[config.mk]
export PLATFORM = sky130hd
export DESIGN_NAME = pressure_alarm_monitor_flat
export DESIGN_NICKNAME = d
export VERILOG_FILES = /design/src/rtl/pressure_alarm_monitor_pkg.sv /design/src/rtl/pressure_alarm_monitor_if.sv /design/src/rtl/pressure_moving_avg.sv /design/src/rtl/pressure_alarm_monitor.sv /design/src/flat_wrapper.sv
export SDC_FILE = /design/constraint.sdc
export NUM_CORES = 1
export LEC_CHECK = 0
export CORE_ASPECT_RATIO = 1.2
export CORE_UTILIZATION = 61
export CTS_BUF_LIST = sky130_fd_sc_hd__clkbuf_4 sky130_fd_sc_hd__clkbuf_8 sky130_fd_sc_hd__clkbuf_16
export CTS_CLUSTER_DIAMETER = 40
export DETAILED_ROUTE_END_ITERATION = 7
export GPL_TIMING_DRIVEN = 0
export PLACE_DENSITY_LB_ADDON = 0.05
export SYNTH_ARGS = -nofsm -noshare
export SYNTH_HDL_FRONTEND = slang
export SYNTH_SLANG_ARGS = --single-unit
[constraint.sdc]
create_clock -name clk -period 8.7 [get_ports clk]
set_input_delay 0.87 -clock clk [delete_from_list [all_inputs] [get_ports clk]]
set_output_delay 0.87 -clock clk [all_outputs]
set_load 0.1 [all_outputs]
[src/rtl/pressure_alarm_monitor_pkg.sv]
// rtl/pressure_alarm_monitor_pkg.sv - shared types and constants for the pressure alarm monitor
package pressure_alarm_monitor_pkg;

   localparam int DEFAULT_DATA_W = 12;

   typedef enum logic [1:0] {
      NORMAL  = 2'd0,
      PEND_HI = 2'd1,
      ALARM   = 2'd2,
      PEND_LO = 2'd3
   } state_t;

   // Debounce counter must hold values 0..debounce inclusive.
   function automatic int cnt_width(input int debounce);
      return $clog2(debounce + 1);
   endfunction

endpackage

[src/rtl/pressure_alarm_monitor_if.sv]
// rtl/pressure_alarm_monitor_if.sv - sample/threshold inputs and alarm/average outputs bundle
interface pressure_alarm_monitor_if
   import pressure_alarm_monitor_pkg::*;
#(
   parameter int DATA_W = DEFAULT_DATA_W
);
   logic              sample_valid;
   logic [DATA_W-1:0] sample;
   logic [DATA_W-1:0] thresh_hi;
   logic [DATA_W-1:0] thresh_lo;
   logic [DATA_W-1:0] avg_out;
   logic              avg_valid;
   logic              alarm;
   logic              alarm_set;
   logic              alarm_clr;
   logic [1:0]        state_out;

   modport master (
      output sample_valid, sample, thresh_hi, thresh_lo,
      input  avg_out, avg_valid, alarm, alarm_set, alarm_clr, state_out
   );

   modport slave (
      input  sample_valid, sample, thresh_hi, thresh_lo,
      output avg_out, avg_valid, alarm, alarm_set, alarm_clr, state_out
   );
endinterface

[src/rtl/pressure_moving_avg.sv]
// rtl/pressure_moving_avg.sv - power-of-two window moving average with warm-up gating
module pressure_moving_avg
   import pressure_alarm_monitor_pkg::*;
#(
   parameter int DATA_W   = DEFAULT_DATA_W,
   parameter int AVG_LOG2 = 2
) (
   input  logic              clk,
   input  logic              reset,
   input  logic              sample_valid_i,
   input  logic [DATA_W-1:0] sample_i,
   output logic              avg_valid_o,
   output logic [DATA_W-1:0] avg_o
);
   localparam int N     = 1 << AVG_LOG2;
   localparam int SUM_W = DATA_W + AVG_LOG2;
   localparam logic [AVG_LOG2:0] FILL_FULL = (AVG_LOG2+1)'(N);
   localparam logic [AVG_LOG2:0] FILL_LAST = (AVG_LOG2+1)'(N - 1);

   logic [DATA_W-1:0]   win_q [N];
   logic [AVG_LOG2-1:0] ptr_q;
   logic [AVG_LOG2:0]   fill_q;
   logic [SUM_W-1:0]    sum_q;
   logic [SUM_W-1:0]    sum_d;
   logic [DATA_W-1:0]   avg_q;
   logic                avg_valid_q;

   // New running sum: add incoming sample, drop the one it overwrites.
   always_comb begin
      sum_d = sum_q + SUM_W'(sample_i) - SUM_W'(win_q[ptr_q]);
   end

   // Window, sum, pointer and fill tracking; average strobes only once the window is full.
   always_ff @(posedge clk or posedge reset) begin
      if (reset) begin
         for (int i = 0; i < N; i++) begin
            win_q[i] <= '0;
         end
         ptr_q       <= '0;
         fill_q      <= '0;
         sum_q       <= '0;
         avg_q       <= '0;
         avg_valid_q <= 1'b0;
      end else if (sample_valid_i) begin
         win_q[ptr_q] <= sample_i;
         sum_q        <= sum_d;
         ptr_q        <= ptr_q + 1'b1;
         if (fill_q != FILL_FULL) begin
            fill_q <= fill_q + 1'b1;
         end
         avg_q       <= sum_d[SUM_W-1:AVG_LOG2];
         avg_valid_q <= (fill_q >= FILL_LAST);
      end else begin
         avg_valid_q <= 1'b0;
      end
   end

   assign avg_valid_o = avg_valid_q;
   assign avg_o       = avg_q;
endmodule

[src/rtl/pressure_alarm_monitor.sv]
// rtl/pressure_alarm_monitor.sv - averaged, hysteretic, debounced pressure alarm
module pressure_alarm_monitor
   import pressure_alarm_monitor_pkg::*;
#(
   parameter int DATA_W   = DEFAULT_DATA_W,
   parameter int AVG_LOG2 = 2,
   parameter int DEBOUNCE = 6
) (
   input  logic                    clk,
   input  logic                    reset,
   pressure_alarm_monitor_if.slave bus
);
   localparam int CNT_W = cnt_width(DEBOUNCE);
   localparam logic [CNT_W-1:0] DEB_C = CNT_W'(DEBOUNCE);
   localparam logic [CNT_W-1:0] ONE_C = CNT_W'(1);

   logic              avg_valid;
   logic [DATA_W-1:0] avg;

   state_t            state_q, state_d;
   logic [CNT_W-1:0]  cnt_q, cnt_d;
   logic [CNT_W-1:0]  cnt_inc;
   logic              at_or_above_hi;
   logic              at_or_below_lo;
   logic              alarm_q, alarm_d;
   logic              set_q, set_d;
   logic              clr_q, clr_d;

   pressure_moving_avg #(
      .DATA_W   (DATA_W),
      .AVG_LOG2 (AVG_LOG2)
   ) u_avg (
      .clk            (clk),
      .reset          (reset),
      .sample_valid_i (bus.sample_valid),
      .sample_i       (bus.sample),
      .avg_valid_o    (avg_valid),
      .avg_o          (avg)
   );

   // Next-state, debounce count and alarm edge decode; only moves on a fresh average.
   always_comb begin
      state_d        = state_q;
      cnt_d          = cnt_q;
      cnt_inc        = cnt_q + 1'b1;
      at_or_above_hi = (avg >= bus.thresh_hi);
      at_or_below_lo = (avg <= bus.thresh_lo);
      if (avg_valid) begin
         unique case (state_q)
            NORMAL: begin
               if (at_or_above_hi) begin
                  if (DEBOUNCE == 1) begin
                     state_d = ALARM;
                     cnt_d   = '0;
                  end else begin
                     state_d = PEND_HI;
                     cnt_d   = ONE_C;
                  end
               end
            end
            PEND_HI: begin
               if (at_or_above_hi) begin
                  if (cnt_inc == DEB_C) begin
                     state_d = ALARM;
                     cnt_d   = '0;
                  end else begin
                     cnt_d = cnt_inc;
                  end
               end else begin
                  state_d = NORMAL;
                  cnt_d   = '0;
               end
            end
            ALARM: begin
               if (at_or_below_lo) begin
                  if (DEBOUNCE == 1) begin
                     state_d = NORMAL;
                     cnt_d   = '0;
                  end else begin
                     state_d = PEND_LO;
                     cnt_d   = ONE_C;
                  end
               end
            end
            PEND_LO: begin
               if (at_or_below_lo) begin
                  if (cnt_inc == DEB_C) begin
                     state_d = NORMAL;
                     cnt_d   = '0;
                  end else begin
                     cnt_d = cnt_inc;
                  end
               end else begin
                  state_d = ALARM;
                  cnt_d   = '0;
               end
            end
            default: begin
               state_d = NORMAL;
               cnt_d   = '0;
            end
         endcase
      end
      alarm_d = (state_d == ALARM) || (state_d == PEND_LO);
      set_d   = alarm_d & ~alarm_q;
      clr_d   = ~alarm_d & alarm_q;
   end

   // State, count and registered alarm level with its one-cycle edge pulses.
   always_ff @(posedge clk or posedge reset) begin
      if (reset) begin
         state_q <= NORMAL;
         cnt_q   <= '0;
         alarm_q <= 1'b0;
         set_q   <= 1'b0;
         clr_q   <= 1'b0;
      end else begin
         state_q <= state_d;
         cnt_q   <= cnt_d;
         alarm_q <= alarm_d;
         set_q   <= set_d;
         clr_q   <= clr_d;
      end
   end

   assign bus.avg_out   = avg;
   assign bus.avg_valid = avg_valid;
   assign bus.alarm     = alarm_q;
   assign bus.alarm_set = set_q;
   assign bus.alarm_clr = clr_q;
   assign bus.state_out = state_q;
endmodule

[src/flat_wrapper.sv]
// flat-port wrapper written by rule: the top's interface ports become plain ports
module pressure_alarm_monitor_flat import pressure_alarm_monitor_pkg::*;
#(
   parameter int DATA_W   = DEFAULT_DATA_W,
   parameter int AVG_LOG2 = 2,
   parameter int DEBOUNCE = 6
)
  (clk, reset, bus_sample_valid, bus_sample, bus_thresh_hi, bus_thresh_lo, bus_avg_out, bus_avg_valid, bus_alarm, bus_alarm_set, bus_alarm_clr, bus_state_out);
  pressure_alarm_monitor_if #(.DATA_W(DATA_W)) bus_i ();
  input  logic clk;
  input  logic reset;
  input wire logic [$bits(bus_i.sample_valid)-1:0] bus_sample_valid;
  input wire logic [$bits(bus_i.sample)-1:0] bus_sample;
  input wire logic [$bits(bus_i.thresh_hi)-1:0] bus_thresh_hi;
  input wire logic [$bits(bus_i.thresh_lo)-1:0] bus_thresh_lo;
  output wire logic [$bits(bus_i.avg_out)-1:0] bus_avg_out;
  output wire logic [$bits(bus_i.avg_valid)-1:0] bus_avg_valid;
  output wire logic [$bits(bus_i.alarm)-1:0] bus_alarm;
  output wire logic [$bits(bus_i.alarm_set)-1:0] bus_alarm_set;
  output wire logic [$bits(bus_i.alarm_clr)-1:0] bus_alarm_clr;
  output wire logic [$bits(bus_i.state_out)-1:0] bus_state_out;
  assign bus_i.sample_valid = bus_sample_valid;
  assign bus_i.sample = bus_sample;
  assign bus_i.thresh_hi = bus_thresh_hi;
  assign bus_i.thresh_lo = bus_thresh_lo;
  assign bus_avg_out = bus_i.avg_out;
  assign bus_avg_valid = bus_i.avg_valid;
  assign bus_alarm = bus_i.alarm;
  assign bus_alarm_set = bus_i.alarm_set;
  assign bus_alarm_clr = bus_i.alarm_clr;
  assign bus_state_out = bus_i.state_out;
  pressure_alarm_monitor #(.DATA_W(DATA_W), .AVG_LOG2(AVG_LOG2), .DEBOUNCE(DEBOUNCE)) u_core (.clk(clk), .reset(reset), .bus(bus_i));
endmodule
Figure 1. Drive-strength map (run 1).
(4 px per um)
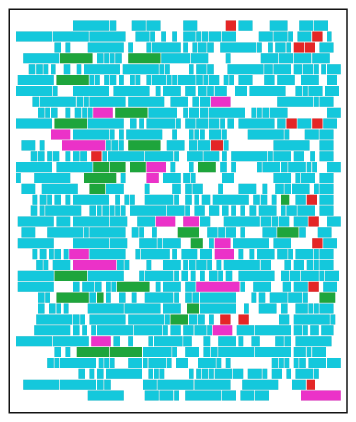
legend:
  drive 3 to 4:
    colour: red
    cells: 15
  drive 1 or less:
    colour: cyan
    cells: 533
  drive 6 and up:
    colour: magenta
    cells: 16
  drive 2:
    colour: green
    cells: 25
Worst Slack Setup Final: 4700 ps
P&R area growth vs syn: 19.4%

Figure 2. Signal wires on met3 (run 1).
(3 px per um)
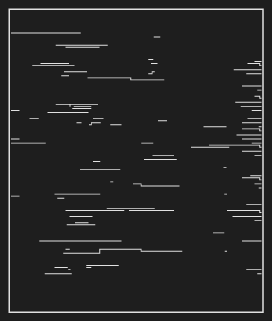
main direction: horizontal
longest straight run: 27.1 um
wire length on this layer: 616 um
share of all routed wire: 5.7%
nets with wire on the layer: 73

Figure 3. Metal 2 (run 1).
(3 px per um) Cells faint in the background.
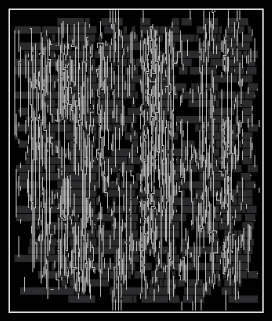
main direction: vertical
share of all routed wire: 53%
longest straight run: 37.4 um

Figure 4. Routing congestion (run 1).
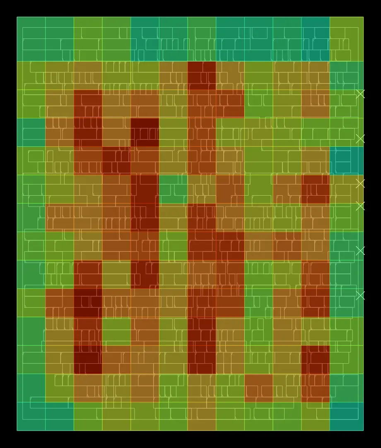
GRT Util Overall: 0.281
wire per inst: 15.8 um
fin util: 0.759
met2 Usage GRT: 0.501

run 1: routing by layer:
metal	part of all wire	up-vias
met1	0.40	1882
met5	0	-
met4	0.016	0
met3	0.057	15
met2	0.53	128
li1	-	1872
run 1: path summary, 6_finish.rpt:
check	startpoint	slack [ps]	cells past startpoint	to
max	u_core.u_avg.ptr_q[0]	4700	12	u_core.u_avg.sum_q[12]
min	u_core.bus.alarm	440	1	u_core.bus.alarm_set
max reg2reg	u_core.u_avg.ptr_q[0]	4700	12	u_core.u_avg.sum_q[12]
min reg2reg	u_core.bus.alarm	440	1	u_core.bus.alarm_set
max in group asynchronous	reset	7460	3	u_core.u_avg.win_q[24]
min in group asynchronous	reset	710	2	u_core.cnt_q[1]
run 1: placed cells by master (no fill, tap or decap), types with 2 or more instances in the layout:
master / synthesis / final
inv_1: 87 / 86
dfrtp_1: 76 / 76
nand2_1: 74 / 74
o21ai_0: 67 / 67
clkdlybuf4s50_1: 0 / 56
ha_1: 47 / 47
clkbuf_1: 12 / 12
mux4_2: 12 / 12
fa_1: 12 / 12
buf_4: 12 / 12
a21o_1: 11 / 11
a21oi_1: 11 / 11
nor2_1: 9 / 9
clkbuf_8: 0 / 9
a211oi_1: 6 / 6
mux2_2: 5 / 5
o21a_1: 5 / 5
nor2b_1: 4 / 4
nor3_1: 4 / 4
xor2_1: 4 / 4
xnor2_1: 4 / 4
nand4_1: 3 / 3
o211ai_1: 3 / 3
mux2i_1: 3 / 3
o22ai_1: 3 / 3
bufinv_16: 0 / 3
o21ai_1: 2 / 2
and3_1: 2 / 2
and2_1: 2 / 2
or3_1: 2 / 2
o2bb2ai_1: 2 / 2
buf_1: 2 / 2
a21boi_1: 2 / 2
o21bai_1: 2 / 2
o31ai_1: 2 / 2
o41a_1: 2 / 2
nor4_1: 2 / 2
run 1: synthesized netlist by cell type, types with 6 or more instances:
cell type	instances	area [sq um]
clkbuf_1	12	45.0
a21oi_1	11	55.1
o21ai_0	67	335
ha_1	47	588
mux4_2	12	270
inv_1	87	327
nor2_1	9	33.8
fa_1	12	240
a211oi_1	6	45.0
a21o_1	11	82.6
dfrtp_1	76	1900
buf_4	12	90.1
nand2_1	74	278
run 1: cells by family after synthesis:
logic type,synth area share
adder cells (fa/ha/maj),0.168
AND-OR/OR-AND,0.169
multiplexers,0.0723
buffers and inverters,0.0985
XOR/XNOR,0.0142
AND/OR/NAND/NOR,0.0921
flip-flops,0.386
run 1: worst register-to-register path, cell delays in order, from the launching register on:
cell	delay [ps]
dfrtp_1	390
clkbuf_1	330
buf_2	400
mux4_2	580
fa_1	490
inv_1	40
ha_1	360
o21a_1	210
o21a_1	200
and4_1	210
o41a_1	140
o2111ai_1	210
or3b_1	360
run 1: stage by stage:
step	setup WS [ps]	area, sq um
finish	4700	5890
global route	4460	5890
CTS	4700	5890
detailed placement	4710	5640
global placement	4730	5610
floorplan	5060	4930
==> impl_metrics.yaml, run 1 <==
# flow metrics
outcome:
  status: "complete, but fails checks"
  violations: "design-rule violations"
layout:
  comb_area_share: 0.432
  drive_gt1_frac: 0.0951
  final_cells: 681
  area_share_clock_buf_inv: 0.0425
  top_regs: "u_core.u_avg.win_q (48), u_core.u_avg.sum_q (14)"
  nets: 682
  fillers: 536
  seq_share: 0.323
  diodes: 0
  inv_count: 87
  seq_area_sq_mm: 0.00190
  logic_gate_count: 325
  largest-register: "u_core.u_avg.win_q"
  n_clock_buffer: 10
  n_sequential_cell: 76
  buffer_area_frac: 0.127
  n_all_buffers: 85
  dominant_cells: "multi-input combinational cells"
  largest_reg_flops: 48
  logic_area_sq_mm: 0.00254
flow_run:
  warning_count: 31
  drv_cap: 0
logic_synthesis:
  synth_area_sq_mm: 0.00493
  netlist_instances: 516
  yosys_area_sq_mm: 0.00493
  numSynthFlops: 76
  synth_cell_types: 54
  edf_count: 0
  flop_cell: "dfrtp_1"
  yosysCellCount: 516
  ys_seq_frac: 0.386
  ys_warn_count: 0
  synthArstFlopShare: 1.00
  syn_area_per_cell_sq_um: 9.55
  floorplan.nets: 614
clock_tree:
  clkTransAtPathRegs_ps: 80
  clock_path_buffers: 2
  cts_tree: "done"
  clk_latency_ps: 370
  holdBufCountCts: 0
  cts_buffers: 9
  cts_setup_buffers: 0
  cts.sinks: 76
  htree_levels: 3
  cts_root_buf: "clkbuf_8"
  ctsResizeCount: 0
timing:
  period_needed_ps: 4000
  grt_setup_unrepaired: "false"
  clock_skew_ps: 13.7
  report.final.hold_viol_count: 0
  finalSetupTns_ps: 0
  min_period_over_period: 0.460
  slew_viol_final: 0
  hold_ws_ps: 442
  relSlewSlack: 0.353
  tightestPinTransition_ps: 968
  setup_viol: 0
  fmax_mhz: 250
setup_path:
  endpoint_kind: "flop"
  cpMostUsedCell: "o21a_1"
  cp_slowest_cell: "mux4_2"
  crit_type: "flop to flop"
  cp.buffers_inverters: 3
  cp_top_family: "adder cells"
  path_cells: "clkbuf_1 -> buf_2 -> mux4_2 -> fa_1 -> inv_1 -> ha_1 -> o21a_1 -> o21a_1 -> and4_1 -> o41a_1 -> o2111ai_1 -> or3b_1"
  required_ps: 8950
  worstPathArrival_ps: 4250
  start_kind: "flop"
  cp_max_fo: 10
  max_stage_delay_ps: 580
detailed_routing:
  drt_iter0_markers: 265
  drt_pass1_iterations: 6
  ant_nets: 0
  viasPerCell: 5.72
  wl_mm: 10.7
  num_vias: 3897
  drc: 12
place:
  gp_congestion: 0.865
  io_buffer_count: 56
  hpwl_mm: 8.08
  dp.cells: 665
floorplanning:
  core_area_sq_mm: 0.00775
  placementRows: 35
  die-area_sq_mm: 0.00845
  tap_cells: 92
  io_pins: 57
  initCoreUtil: 0.636
  die_x_um: 84.1
  die_h_um: 100
global_routing:
  grt_pass1_vias: 3960
  grt.overflow.total: 0
  gr-usage-met3: 0.0631
  grt_max_degree: 75
  grt_pass1_wl_mm: 18.3
  antenna_found_initial: 0
  top_usage_layer: "met2"
  gr-usage-met1: 0.336
worst_hold_path:
  hp-class: "flop to flop"
## Run 2: what changed since run 1
--- a/config.mk
+++ b/config.mk
@@ -6,7 +6,7 @@
 export NUM_CORES = 1
 export LEC_CHECK = 0
 export CORE_ASPECT_RATIO = 1.2
-export CORE_UTILIZATION = 61
+export CORE_UTILIZATION = 57
 export CTS_BUF_LIST = sky130_fd_sc_hd__clkbuf_4 sky130_fd_sc_hd__clkbuf_8 sky130_fd_sc_hd__clkbuf_16
 export CTS_CLUSTER_DIAMETER = 40
 export DETAILED_ROUTE_END_ITERATION = 7
==> constraint.sdc (replaced) <==
create_clock -name clk -period 4.17 [get_ports clk]
set_input_delay 0.417 -clock clk [delete_from_list [all_inputs] [get_ports clk]]
set_output_delay 0.417 -clock clk [all_outputs]
set_load 0.1 [all_outputs]
Figure 5. Metal 2 (run 2).
(3 px per um) Cells faint in the background.
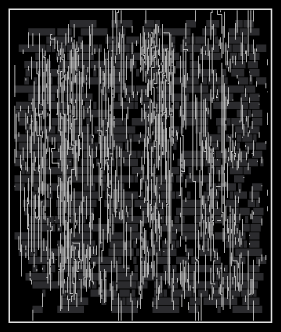
DRT Wirelength: 10.9 mm
met2 Usage GRT: 0.462
via count: 3830

Figure 6. Routing congestion (run 2).
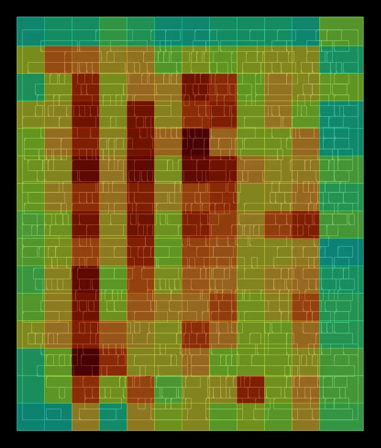
fin util: 0.718
met3 GRT Util: 0.0333
wire per inst: 15.5 um
grt met1 use: 0.339
GRT Util Overall: 0.273

Figure 7. Selected gate families (run 2).
(4 px per um)
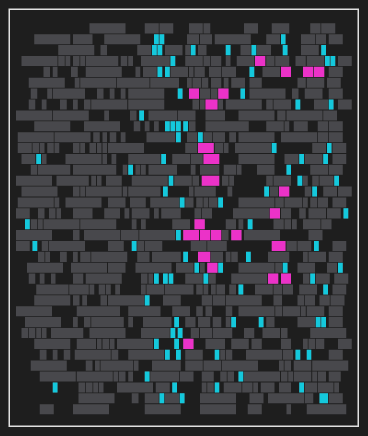
legend:
  AND-OR and OR-AND gates:
    colour: magenta
    cells: 23
    most_used: a21o_1
  inverters:
    colour: cyan
    cells: 87
    most_used: inv_1
logic share of the area: 0.430
Finished Layout Cells: 702
Commonest Layout Cell: inv_1

==> run 2 against run 1 <==
Effect of this change: the flow now finishes without violations; fmax up 5.6%; die size up 6.9%; hold slack worse by 190 ps; sequential share of layout area down 0.16 points; setup slack worse by 4300 ps; clock-buffer cell count up 1; final cell count up 3.1%; highest routed layer unchanged.
==> impl_metrics.yaml, run 2 <==
# flow metrics
outcome:
  status: "complete, no violations"
clock_tree:
  cts_buffers: 9
  cts_tree: "done"
  cts_root_buf: "clkbuf_8"
  clkTransAtPathRegs_ps: 90
  htree_levels: 3
  clock_path_buffers: 2
  clk_latency_ps: 370
  holdBufCountCts: 0
  cts.sinks: 76
flow_run:
  drv_cap: 0
  warning_count: 31
place:
  io_buffer_count: 56
  placed_cell_area_sq_mm: 0.00566
  gp_congestion: 0.814
  hpwl_mm: 8.08
logic_synthesis:
  top_area_frac: 0.386
  yosysCellCount: 516
  edf_count: 0
  common_cells: "inv_1 (87), dfrtp_1 (76), nand2_1 (74), o21ai_0 (67), ha_1 (47)"
  top_cell: "inv_1"
  floorplan.nets: 614
  syn_area_per_cell_sq_um: 9.55
  synthArstFlopShare: 1.00
  synth_cell_types: 54
  flop_cell: "dfrtp_1"
  netlist_instances: 516
  yosys_area_sq_mm: 0.00493
  ys_warn_count: 0
  area_leaders: "dfrtp_1 (39%), ha_1 (12%), o21ai_0 (6.8%)"
  synth_area_sq_mm: 0.00493
  synth.largest_area_cell: "dfrtp_1"
  numSynthFlops: 76
  ys_seq_frac: 0.386
layout:
  finalInstanceArea_sq_mm: 0.00591
  nets: 681
  fillers: 673
  final_cell_mix: "inv_1 (86), dfrtp_1 (76), nand2_1 (74)"
  largest_reg_flops: 48
  top_regs: "u_core.u_avg.win_q (48), u_core.u_avg.sum_q (14)"
  area.growth.synth_to_final_pct: 20.0
  diodes: 0
  largest-register: "u_core.u_avg.win_q"
  drive_gt1_frac: 0.0952
floorplanning:
  die_h_um: 104
  placementRows: 36
  io_pins: 57
  die_x_um: 86.9
  core_area_sq_mm: 0.00824
  initCoreUtil: 0.598
  die-area_sq_mm: 0.00903
timing:
  grt_setup_unrepaired: "false"
  report.final.hold_viol_count: 0
  fmax_mhz: 264
  min_period_over_period: 0.908
  tightestPinTransition_ps: 971
  finalSetupTns_ps: 0
  relSlewSlack: 0.351
  period_needed_ps: 3790
  clock_skew_ps: 17.5
  setup_viol: 0
  slew_viol_final: 0
global_routing:
  antenna_found_initial: 0
  grt_pass1_wl_mm: 18.9
  grt_pass1_vias: 4100
  grt.overflow.total: 0
  grt_max_degree: 75
setup_path:
  endpoint_kind: "flop"
  cpMostUsedCell: "o21a_1"
  cp.buffers_inverters: 2
  cp_top_family: "adder cells"
  max_stage_delay_ps: 570
  required_ps: 4420
  crit_type: "flop to flop"
  path_cells: "buf_1 -> mux4_2 -> fa_1 -> inv_1 -> ha_1 -> o21a_1 -> o21a_1 -> and4_1 -> o41a_1 -> o2111ai_1 -> or3b_1"
  start_kind: "flop"
  cp_max_fo: 10
  cp_slowest_cell: "buf_1"
  worstPathArrival_ps: 4040
detailed_routing:
  drc: 0
  viasPerCell: 5.46
  drt_iter0_markers: 240
  drt_pass1_iterations: 4
  ant_nets: 0
worst_hold_path:
  hp-class: "input port to asynchronous set/reset pin"
## run 2: cell types whose count changed in the layout (fill, tap and decap cells not counted), sizes merged
cell	delta
buf	-1
clkbuf	+1
inv	-1
## run 2: cell type report
type / instances / area, sq um / share of cell area
Sequential cell: 76 / 1900 / 0.322
Multi-Input combinational cell: 325 / 2540 / 0.430
Buffer: 27 / 158 / 0.0267
Timing Repair Buffer: 57 / 588 / 0.0994
Tap cell: 114 / 143 / 0.0241
Clock buffer: 11 / 145 / 0.0245
Clock inverter: 5 / 108 / 0.0182
Inverter: 87 / 329 / 0.0556
## run 2: worst reg2reg max path: stages, from the launching register on
cell and delay (ps):
dfrtp_1 500, buf_1 570, mux4_2 440, fa_1 490
inv_1 40, ha_1 350, o21a_1 200, o21a_1 200
and4_1 210, o41a_1 140, o2111ai_1 190, or3b_1 350
## run 2: logic make-up after synthesis
| kind of cell | Yosys count | share of synthesized area |
|---|---|---|
| AND-OR/OR-AND | 132 | 0.169 |
| buffers and inverters | 115 | 0.0985 |
| AND/OR/NAND/NOR | 106 | 0.0921 |
| flip-flops | 76 | 0.386 |
| adder cells (fa/ha/maj) | 59 | 0.168 |
| multiplexers | 20 | 0.0723 |
| XOR/XNOR | 8 | 0.0142 |
## run 2: final timing paths
path,from,cells after the start,slack [ps],end
max,u_core.u_avg.ptr_q[1],11,380,u_core.u_avg.sum_q[12]
min,reset,2,250,u_core.cnt_q[2]
max reg2reg,u_core.u_avg.ptr_q[1],11,380,u_core.u_avg.sum_q[12]
min reg2reg,u_core.bus.alarm,1,460,u_core.bus.alarm_set
max in group asynchronous,reset,3,3380,u_core.u_avg.win_q[34]
min in group clk,u_core.bus.alarm,1,460,u_core.bus.alarm_set
## run 2: layer usage
layer,part of all wire,GRT usage,wire (um),vias up
li1,-,-,-,1860
met1,0.42,0.339,4560,1846
met2,0.51,0.462,5580,101
met3,0.043,0.0333,471,23
met4,0.026,0.143,283,0
met5,0,0,0,-
## run 2: what timing repair did
item	in CTS	in global routing
setup buffers	0	0
resized	0	1
setup endpoints to repair	0	3
## run 2: through the flow
stage | hold slack (ps) | std cells | worst slack, ps
after floorplan | 445 | 516 | 526
after global placement | 423 | 686 | 203
after detailed placement | 430 | 687 | 175
after CTS | 253 | 703 | 153
after global routing | 267 | 702 | 136
final | 250 | 702 | 383
